==> src/rtl/shift_led_ctrl.sv <==
// shift_led_ctrl: button-driven LED shift register with per-button
// synchroniser, debouncer and hold-to-repeat, plus four run-time modes
// (shift-with-fill, rotate, parallel load, freeze).
module shift_led_ctrl #(
  parameter int WIDTH           = 8,
  parameter int DEBOUNCE_CYCLES = 500000,
  parameter int REPEAT_DELAY    = 25000000,
  parameter int REPEAT_PERIOD   = 5000000
) (
  input  logic             clk,
  input  logic             reset,
  input  logic             left_btn,
  input  logic             right_btn,
  input  logic             fill_left,
  input  logic             fill_right,
  input  logic [1:0]       mode,
  input  logic [WIDTH-1:0] load_value,
  output logic [WIDTH-1:0] values,
  output logic             left_evt,
  output logic             right_evt,
  output logic [15:0]      event_count
);

  // Counter compare points; counters are 32 bits so any legal parameter fits.
  localparam logic [31:0] DEB_LAST    = 32'(DEBOUNCE_CYCLES - 1);
  localparam logic [31:0] DELAY_LAST  = (REPEAT_DELAY > 0) ? 32'(REPEAT_DELAY - 1) : 32'd0;
  localparam logic [31:0] PERIOD_LAST = 32'(REPEAT_PERIOD - 1);
  localparam bit          REPEAT_EN   = (REPEAT_DELAY != 0);

  localparam logic [1:0] MODE_SHIFT  = 2'b00;
  localparam logic [1:0] MODE_ROTATE = 2'b01;
  localparam logic [1:0] MODE_LOAD   = 2'b10;

  // Index 0 is the left button, index 1 the right button.
  logic [1:0] btn;
  logic [1:0] evt;

  assign btn = {right_btn, left_btn};

  generate
    for (genvar gi = 0; gi < 2; gi++) begin : g_btn
      logic        sync1_reg;
      logic        sync2_reg;
      logic        deb_reg;
      logic [31:0] deb_cnt_reg;
      logic [31:0] rep_cnt_reg;
      logic        rep_phase_reg;
      logic        evt_reg;
      logic        accept;
      logic        deb_next;
      logic        press;
      logic        repeat_hit;

      // Debounce acceptance, press detection and repeat-pulse decision.
      // deb_next is used for repeat so the edge on which d falls never repeats.
      always_comb begin
        accept     = (sync2_reg != deb_reg) && (deb_cnt_reg == DEB_LAST);
        deb_next   = accept ? sync2_reg : deb_reg;
        press      = accept && sync2_reg;
        repeat_hit = REPEAT_EN && !press && deb_next &&
                     (rep_cnt_reg == (rep_phase_reg ? PERIOD_LAST : DELAY_LAST));
      end

      // Synchroniser, debouncer, repeat timer and registered event pulse.
      always_ff @(posedge clk) begin
        if (!reset) begin
          sync1_reg     <= 1'b0;
          sync2_reg     <= 1'b0;
          deb_reg       <= 1'b0;
          deb_cnt_reg   <= '0;
          rep_cnt_reg   <= '0;
          rep_phase_reg <= 1'b0;
          evt_reg       <= 1'b0;
        end else begin
          sync1_reg <= btn[gi];
          sync2_reg <= sync1_reg;
          deb_reg   <= deb_next;
          if ((sync2_reg == deb_reg) || accept) begin
            deb_cnt_reg <= '0;
          end else begin
            deb_cnt_reg <= deb_cnt_reg + 32'd1;
          end
          evt_reg <= press || repeat_hit;
          // Repeat timer restarts on a press, idles while released, and
          // switches from the initial delay to the period after first repeat.
          if (press || !deb_next || !REPEAT_EN) begin
            rep_cnt_reg   <= '0;
            rep_phase_reg <= 1'b0;
          end else if (repeat_hit) begin
            rep_cnt_reg   <= '0;
            rep_phase_reg <= 1'b1;
          end else begin
            rep_cnt_reg <= rep_cnt_reg + 32'd1;
          end
        end
      end

      assign evt[gi] = evt_reg;
    end
  endgenerate

  logic [WIDTH-1:0] values_reg;
  logic [WIDTH-1:0] values_next;
  logic [15:0]      count_reg;
  logic [15:0]      count_next;

  // Apply a single pending event using the mode seen on this edge;
  // simultaneous left/right events cancel, freeze mode ignores events.
  always_comb begin
    values_next = values_reg;
    count_next  = count_reg;
    if ((evt[0] ^ evt[1]) && (mode != 2'b11)) begin
      count_next = count_reg + 16'd1;
      case (mode)
        MODE_SHIFT:  values_next = evt[0] ? {values_reg[WIDTH-2:0], fill_left}
                                          : {fill_right, values_reg[WIDTH-1:1]};
        MODE_ROTATE: values_next = evt[0] ? {values_reg[WIDTH-2:0], values_reg[WIDTH-1]}
                                          : {values_reg[0], values_reg[WIDTH-1:1]};
        MODE_LOAD:   values_next = load_value;
        default:     values_next = values_reg;
      endcase
    end
  end

  // LED register and event counter.
  always_ff @(posedge clk) begin
    if (!reset) begin
      values_reg <= '0;
      count_reg  <= '0;
    end else begin
      values_reg <= values_next;
      count_reg  <= count_next;
    end
  end

  assign values      = values_reg;
  assign event_count = count_reg;
  assign left_evt    = evt[0];
  assign right_evt   = evt[1];

endmodule

==> config.mk <==
export PLATFORM = sky130hd
export DESIGN_NAME = shift_led_ctrl
export DESIGN_NICKNAME = d
export VERILOG_FILES = /design/src/rtl/shift_led_ctrl.sv
export SDC_FILE = /design/constraint.sdc
export NUM_CORES = 1
export LEC_CHECK = 0
export CORE_MARGIN = 2
export CORE_UTILIZATION = 45
export DETAILED_ROUTE_END_ITERATION = 7
export DONT_BUFFER_PORTS = 1
export GPL_TIMING_DRIVEN = 0
export SYNTH_ARGS = -nofsm -noshare
export SYNTH_HDL_FRONTEND = slang
export SYNTH_SLANG_ARGS = --single-unit
export TNS_END_PERCENT = 10
==> constraint.sdc <==
create_clock -name clk -period 2.4 [get_ports clk]
set_input_delay 0.72 -clock clk [delete_from_list [all_inputs] [get_ports clk]]
set_output_delay 0.72 -clock clk [all_outputs]
set_load 0.02 [all_outputs]
**Routing congestion**

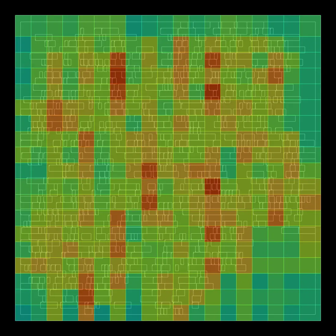
met1 usage in global routing: 0.243
global-route met2 utilization: 0.294
post-layout utilization of the core: 0.510
Most Crowded Layer GR: met2
aggregate global-route resource usage: 0.183

**Where the registers sit**

(2 px per um) Other sequential cells in the stronger grey, the rest of the logic in the fainter grey.
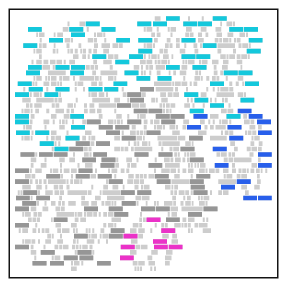
Key: values = magenta [flops 8, where bottom middle]; event_count = blue [flops 16, where right middle]; g_btn.deb_cnt_reg = cyan [flops 64]
Another 74 sequential cells are not coloured.

**Clock network drawn from the DEF**

(3 px per um)
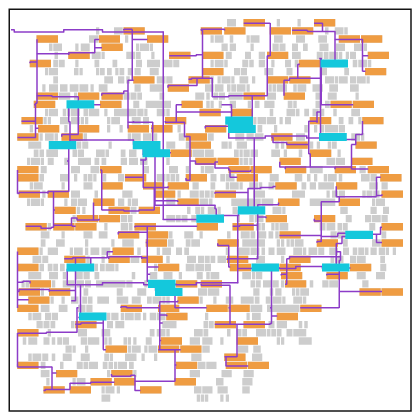
Key: cells driving clock nets = cyan [count 17]; flip-flops = orange [count 162]; clock wires = purple [length 2,010 um]
Position of the flops: widely spread. There are 18 routed clock nets.

**The metal 3 layer**

(2 px per um)
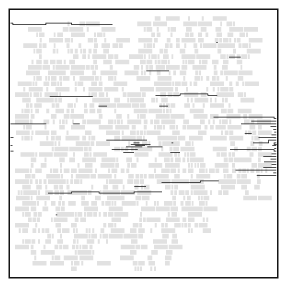
The layer holds 3.2% of the routed length. 38 nets have wire on it. The wires run mostly horizontal. The layer carries 498 um of wire.

==> reports/qor.txt <==
Reg2Reg Setup Slack = 220 ps
Longest Clk Path Bufs = 2
overall power = 5330 uW
total cell area at the placement stage = 7820 um2
maximum number of pins on one net before global-route repair = 17
status = complete, no violations
final RePlAce weighted congestion = 0.784
number of input and output port buffers inserted = 0
category of cells accounting for the largest share of critical-path delay = simple AND/OR/NAND/NOR gates
Max-area cell share = 0.430
average wire per standard cell = 14.0 um
total cells reported by yosys after synthesis = 847
highest net fanout along the worst path = 6
crit path kind = reg2reg
Antenna Violating Nets Remaining = 0
cell type with the highest occurrence count on the critical path = xnor2_1
Distinct cells, synth = 49
layout cells sized above 1 = 0.0762
shortest clock period the worst path allows after layout = 2180 ps
Die Footprint = 17,800 um2
cells taking the most area after synthesis = dfxtp_1 43%, xnor2_1 8.9%, nor2_1 7.7%
drt first pass iters = 4
number of cells traversed by the worst hold path = 1
kind of start point of the critical path = flip-flop
number of enable flip-flop cells = 0
fillcell total = 1,591
post-layout period usage = 0.907
post-synthesis net count = 871
total gr overflow = 0
cells traversed along the worst timing path = xnor2_1 -> nor4b_2 -> nand4_1 -> xnor2_1 -> and2_1
total of endpoints with negative setup slack in the final report = 0
CTS buffer count = 17
setup slack at placement = 26.2 ps
share of synthesized registers carrying an async set or reset = 0
count of nets after finishing = 890
# clock sinks = 162
wire length of the first global-routing pass = 26,200 um
Crit path largest cell delay = 680 ps
transition time at the pin with the least slew margin = 901 ps
Worst setup EP type = flip-flop
cell type with the highest aggregate area in the netlist = dfxtp_1
ys flops = 162
post-detailed-route DRC marker count = 0
Mapped Avg Cell Area = 8.90 um2
worst rel slew slack = 0.395
prevailing post-synth register cell = dfxtp_1
-- layout make-up --
| cell class | count | area share |
|---|---|---|
| Buffer | 31 | 0.0223 |
| Clock buffer | 20 | 0.0543 |
| Clock inverter | 12 | 0.0130 |
| Inverter | 17 | 0.00759 |
| Multi-Input combinational cell | 637 | 0.484 |
| Sequential cell | 162 | 0.386 |
| Tap cell | 220 | 0.0327 |
-- timing repair --
action,in CTS,in global routing
endpoints found under the setup margin,0,5
endpoints found under the hold margin,0,0
resized,0,4
-- power breakdown --
part / total, uW / leakage [uW] / internal [uW] / switching, uW
logic: 52.3 / 0.00105 / 16.4 / 35.9
registers: 2690 / 0.00131 / 2690 / 2.28
clock network: 2580 / 0.000264 / 1480 / 1100
total: 5330 / 0.00262 / 4190 / 1140
-- cells in the final DEF (no fill, tap or decap), drive strengths merged, types with 6 or more instances in the layout --
cell and n:
or3 6, o21ai 6, inv 18, o211ai 6
nor4b 16, dfxtp 162, xnor2 77, mux2i 9
nand4 33, clkbuf 35, and3 15, xor2 60
nor2 156, nand3 62, nand2 56, and4 11
and2 22, ha 8, buf 16, or4 7
nor3 21, o211a 6, nor4 33
-- worst reg2reg max path, delay by kind of cell (launching register included) --
kind | cells | cell delay, ps
xor gates and xnor gates | 2 | 470
DFF | 1 | 580
and+or+nand+nor | 3 | 1030
-- routing by layer --
metal / part of all wire / up-vias
met5: 0.00084 / -
met4: 0.011 / 2
met3: 0.032 / 15
met2: 0.45 / 68
met1: 0.50 / 2640
li1: - / 2970
-- synth_stat cells (8+ instances only) --
| cell | count |
|---|---|
| and2_1 | 22 |
| and3_1 | 15 |
| and4_1 | 11 |
| buf_6 | 8 |
| clkbuf_1 | 15 |
| dfxtp_1 | 162 |
| ha_1 | 8 |
| inv_1 | 17 |
| mux2i_1 | 9 |
| nand2_1 | 56 |
| nand3_1 | 61 |
| nand4_1 | 32 |
| nor2_1 | 154 |
| nor3_1 | 21 |
| nor4_1 | 28 |
| nor4b_1 | 13 |
| xnor2_1 | 77 |
| xor2_1 | 60 |
-- through the flow --
stage / hold WS (ps) / util / cells
2_1_floorplan: 412 / - / 847
3_3_place_gp: 416 / 0.475 / 1067
3_5_place_dp: 419 / 0.475 / 1067
4_1_cts: 404 / 0.509 / 1099
5_1_grt: 405 / 0.510 / 1099
6_report: 419 / 0.510 / 1099
-- worst max path at each step --
stage	to	startpoint	slack (ps)	depth (start not counted)
2_1_floorplan	event_count[15]	mode[0]	280	5
3_3_place_gp	values[7]	mode[0]	20	5
3_5_place_dp	values[7]	mode[0]	30	5
4_1_cts	values[0]	left_evt	100	5
5_1_grt	g_btn[0].deb_cnt_reg[24]	g_btn[0].deb_cnt_reg[8]	40	6
6_report	event_count[10]	left_evt	220	5
-- kinds of logic after synthesis --
group                    after synthesis  share of synthesized area
multiplexers                           9                     0.0119
AND-OR/OR-AND                         31                     0.0350
flip-flops                           162                      0.430
XOR/XNOR                             137                      0.159
adder cells (fa/ha/maj)                8                     0.0133
buffers and inverters                 48                     0.0334
AND/OR/NAND/NOR                      452                      0.317
Power figures rest on the tool's default switching activity, not on a simulated workload.
